Design acc_datapath_p, sky130hd; sources not shown.
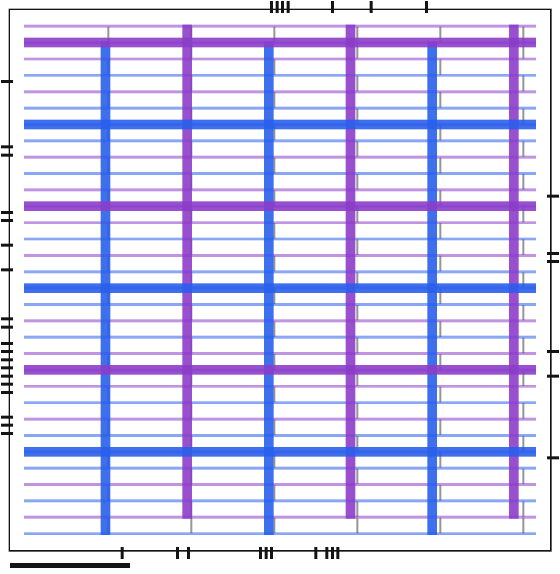
Fig. 1. PDN straps and rails.
Bar = 20 um. Pins as bars on the die edge. Tap cells in grey.
legend:
  purple:
    net: VDD
  blue:
    net: VSS
rows: 31
met4 straps: 6
worst supply voltage drop on vdd: 0.2433 mV
height of the die: 89.75 um

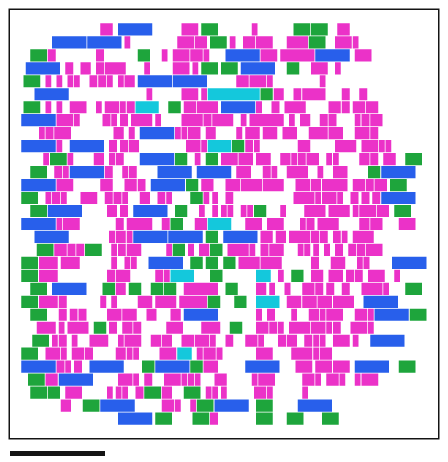
Fig. 2. Placed cells, one colour a class.
Bar = 20 um.
legend:
  green:
    class: other buffers and delay cells
    cells: 74
    share_of_their_area: 15%
  magenta:
    class: all other logic
    cells: 394
    share_of_their_area: 60%
  cyan:
    class: clock drivers and dummy loads
    cells: 8
    share_of_their_area: 2.7%
  blue:
    class: flip-flops
    cells: 47
    share_of_their_area: 22%
area of the placeable core: 7176 um2
Std-Cell Rows: 31
post-layout util: 0.6157

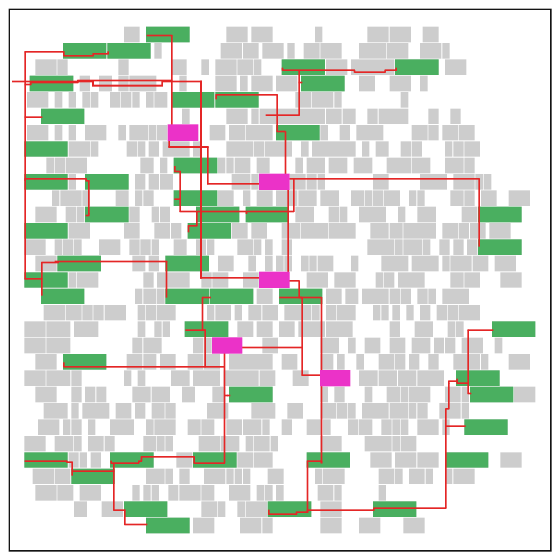
Fig. 3. Clock network drawn from the DEF.
legend:
  magenta:
    item: cells driving clock nets
    count: 5
  green:
    item: flip-flops
    count: 47
  red:
    item: clock wires
    length: 702 um
routed clock nets: 6
Insertion Delay late pin: 310 ps
clock network power consumption: 0.569 mW

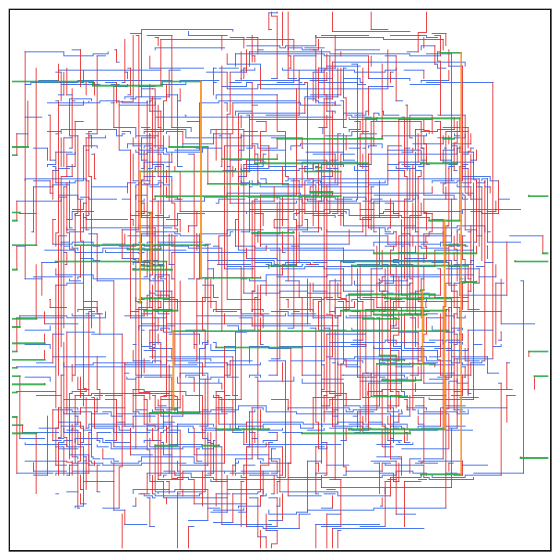
Fig. 4. Routed metal, one colour a layer.
legend:
  orange:
    layer: met4
    wire_length: 194 um
  green:
    layer: met3
    wire_length: 607 um
  blue:
    layer: met1
    wire_length: 4660 um
  red:
    layer: met2
    wire_length: 4930 um
per-cell routed wire length: 16.69 um
final wirelength: 10.38 mm
GR Util All Layers: 0.2634
total via count after detailed routing: 3670

==> git commit body <==
Add synthesis and place-and-route results

- Gates resized during post-CTS repair numbered 0.
- The commonest register cell is sky130_fd_sc_hd__dfxtp_1.
- Final Max-Slew Violation Tally: 0
- Sequential area share after synthesis: 0.2560
- Relative slew margins: 0.6674
* Power dissipated by switching net loads: about 0.38 mW
- Fin. Hold Viols: 0
- Per the final layout report, the fraction of cells sized above drive strength 1 comes to 0.1224.
* Initial detailed-routing violation count: 199
- After detailed routing, the met3 layer carries roughly 600 um of wire.
- Derived from the worst setup path, the maximum achievable clock frequency is between 0.4 and 0.5 GHz.
- IO Count: roughly 42
- The number of global-route vias before repair is ~3500.
* Count of TritonRoute iterations in the first routing pass: 5
- Synth Area in Adders: 0.07897
* Area of all placed cells without fillers: roughly 4400 um2
* Flop count: between 40 and 50
- Counting instances, the worst hold path has a depth of 2.
* Clock buf count: 5
- The share of total power dissipated in the clock network is 0.394.
* Compound-Gate Fraction of Synth Area: 0.2546
- The clock passes through at most 2 buffers.
- Yosys mapped the design onto just under 70 distinct sky130hd cell types.
* Share of total power in sequential cells: 0.502
- Number of enable flip-flop cells: 0
- Setup bufs post-CTS: 0
- Per the run summary, max-cap violations total 0.
- Among all stages on the critical path, the maximum delay recorded is approximately 500 ps.
- Total of buffers placed on input and output ports: about 40
* Worst hold slack across all endpoints: 464.9 ps
- Clock tree sinks: 47
* H-tree levels: 2
- Routed length on met1: 4.657 mm
- For flop-to-flop paths, the worst setup slack is ~190 ps.
- All stages included, the depth of the critical timing path comes to 5.
* DRC violation count after routing: 0
* Final instance count without filler cells: between 600 and 700
* Switching power share of the total: 0.2627
* Largest clock skew in the final design: ~7.5 ps
- Largest cells by area: sky130_fd_sc_hd__dfxtp_1 (26%), sky130_fd_sc_hd__mux2i_1 (9.3%), sky130_fd_sc_hd__ha_1 (6.8%), sky130_fd_sc_hd__nor2_1 (6.2%), sky130_fd_sc_hd__nand2_1 (4.9%)
* Number of warnings printed during yosys synthesis: 6
- Global routing put the most usage on met2.
- In the layout the tool counted multi-input logic cells amounting to 369.
- 0 antenna diodes ended up in the layout.
- The cell-mix breakdown from Yosys lists the simple-gate area share as 0.2226.
- Leading cell type by number of instances after synthesis: sky130_fd_sc_hd__nor2_1
- Top cell class by occupied area: multi-input combinational cells
- After synthesis, the mean cell area works out to a little under 8 um2.
- Max Fanout on Critical Path: 15
* Antenna viol nets, final: 0
* Final setup violating endpoints: 0
- After floorplanning, the die was sized to cover a little over 8000 um2.
* Dominant logic cell types in the final layout: sky130_fd_sc_hd__nor2_1 (61), sky130_fd_sc_hd__nand2_1 (48), sky130_fd_sc_hd__dfxtp_1 (47), sky130_fd_sc_hd__clkdlybuf4s50_1 (41), sky130_fd_sc_hd__mux2i_1 (34)
* Fill cell count: roughly 660
- Total area of multi-input combinational cells: around 2500 um2
- STA reports the tightest min-delay check as being of type flop to flop.
* Root buffer cell: sky130_fd_sc_hd__clkbuf_8
- The first global-routing pass estimated about 17 mm of wire.
- Internal power summed over all cells: around 1.1 mW
- Tap cell count: 99
- Pre-CTS setup slack: roughly 270 ps
- Half-perimeter wire length of the detailed placement result: 7.635 mm
* Critical path required time: between 2000 and 2500 ps
- Clock tree from TritonCTS: yes
- Proportion of synthesized flip-flops having asynchronous set or reset: 0
- Worst slew pin tran: between 400 and 500 ps
* Area share of the largest cell type after synthesis: 0.2560
- Crit share post-route: 0.9331
* Layout buffer count excluding clock buffers: about 74
- Top logic cell family in the synthesized netlist: AND-OR/OR-AND gates
- Met2 routed WL: 4.925 mm
* Endpoint class of the critical path: output port
- Library cell appearing most often on the critical path: sky130_fd_sc_hd__nor2_1
- Combinational power for this build is between 0.15 and 0.2 mW.
- Depth of the most critical reg-to-reg path: 12
- After detailed routing, the number of vias per cell comes to between 5 and 6.
* FF+latch area: 940.9 um2
* Top cell excl fill/tap: sky130_fd_sc_hd__nor2_1
- Crit path arrival time: roughly 2200 ps
- From left edge to right edge, the die measures 89.75 um.
- The final layout contains ~560 nets.
- Per the Yosys statistics, synthesis produced between 400 and 500 cells.
* Tally of OpenROAD warnings: 36
* Initial cell density of the core: 0.5123
- Slowest cell on the critical path: sky130_fd_sc_hd__clkdlybuf4s50_1
* Power density over the cells: ~330 nW/um2
- Total buffers and inverters traversed by the critical path: 1
- Logic share of the area: 0.5624
- Top Layer Used: met4
- Period minus WS final: 2473 ps
* Post-Synth XOR/XNOR Area: 0.01191
- GR Util met2: 0.4369
- The final power report lists total power as roughly 1.4 mW.
- Leakage: roughly 1.7 nW
- CTS Buf Count: 5
* Number of hold buffers added after CTS: 0
* Result of the run: finished clean
- In the post-route analysis, the smallest setup slack over all paths is ~180 ps.
- Synth cell count leaders: sky130_fd_sc_hd__nor2_1 (61), sky130_fd_sc_hd__nand2_1 (48), sky130_fd_sc_hd__dfxtp_1 (47), sky130_fd_sc_hd__mux2i_1 (34), sky130_fd_sc_hd__a21oi_1 (31)
- For reference, the critical path cell chain is nor2_1 > nand2_1 > o22a_1 > nor2_1 > clkdlybuf4s50_1.
- Leading power group: sequential cells
- In this run the layout overhead on the synthesized area is reported as 20.18%.
- Maximum number of pins on one net before global-route repair: 27
- Met3 routing resource usage after global routing: 0.04023
- Clk cell area share: 0.02634
- The congestion estimate from routability-driven global placement came to 0.9011.
- The initial antenna violation count was 0.
- For this run, global-route usage on met1 was measured as 0.3346.
* Cell area after synthesis: 3676 um2
- The layout report lists the non-clock buffer share of cell area as 0.1490.
- In this run the cell area measured after placement is about 4300 um2.
* Grt ovf: 0
* Power in sequential cells: between 0.7 and 0.8 mW
* Setup repair after global routing missed its margin: no
- After synthesis, the share of cell area in mux cells is 0.1079.
- Logic pwr share: 0.105
- CP startpoint kind: flop
- Signal inverters: 25
* Worst-path clk slew: 100 ps
* Family of cells with the greatest summed delay on the critical path: simple AND/OR/NAND/NOR gates
- Largest area contributor in the synthesized netlist: sky130_fd_sc_hd__dfxtp_1
Power is estimated from default activity; no workload was simulated.
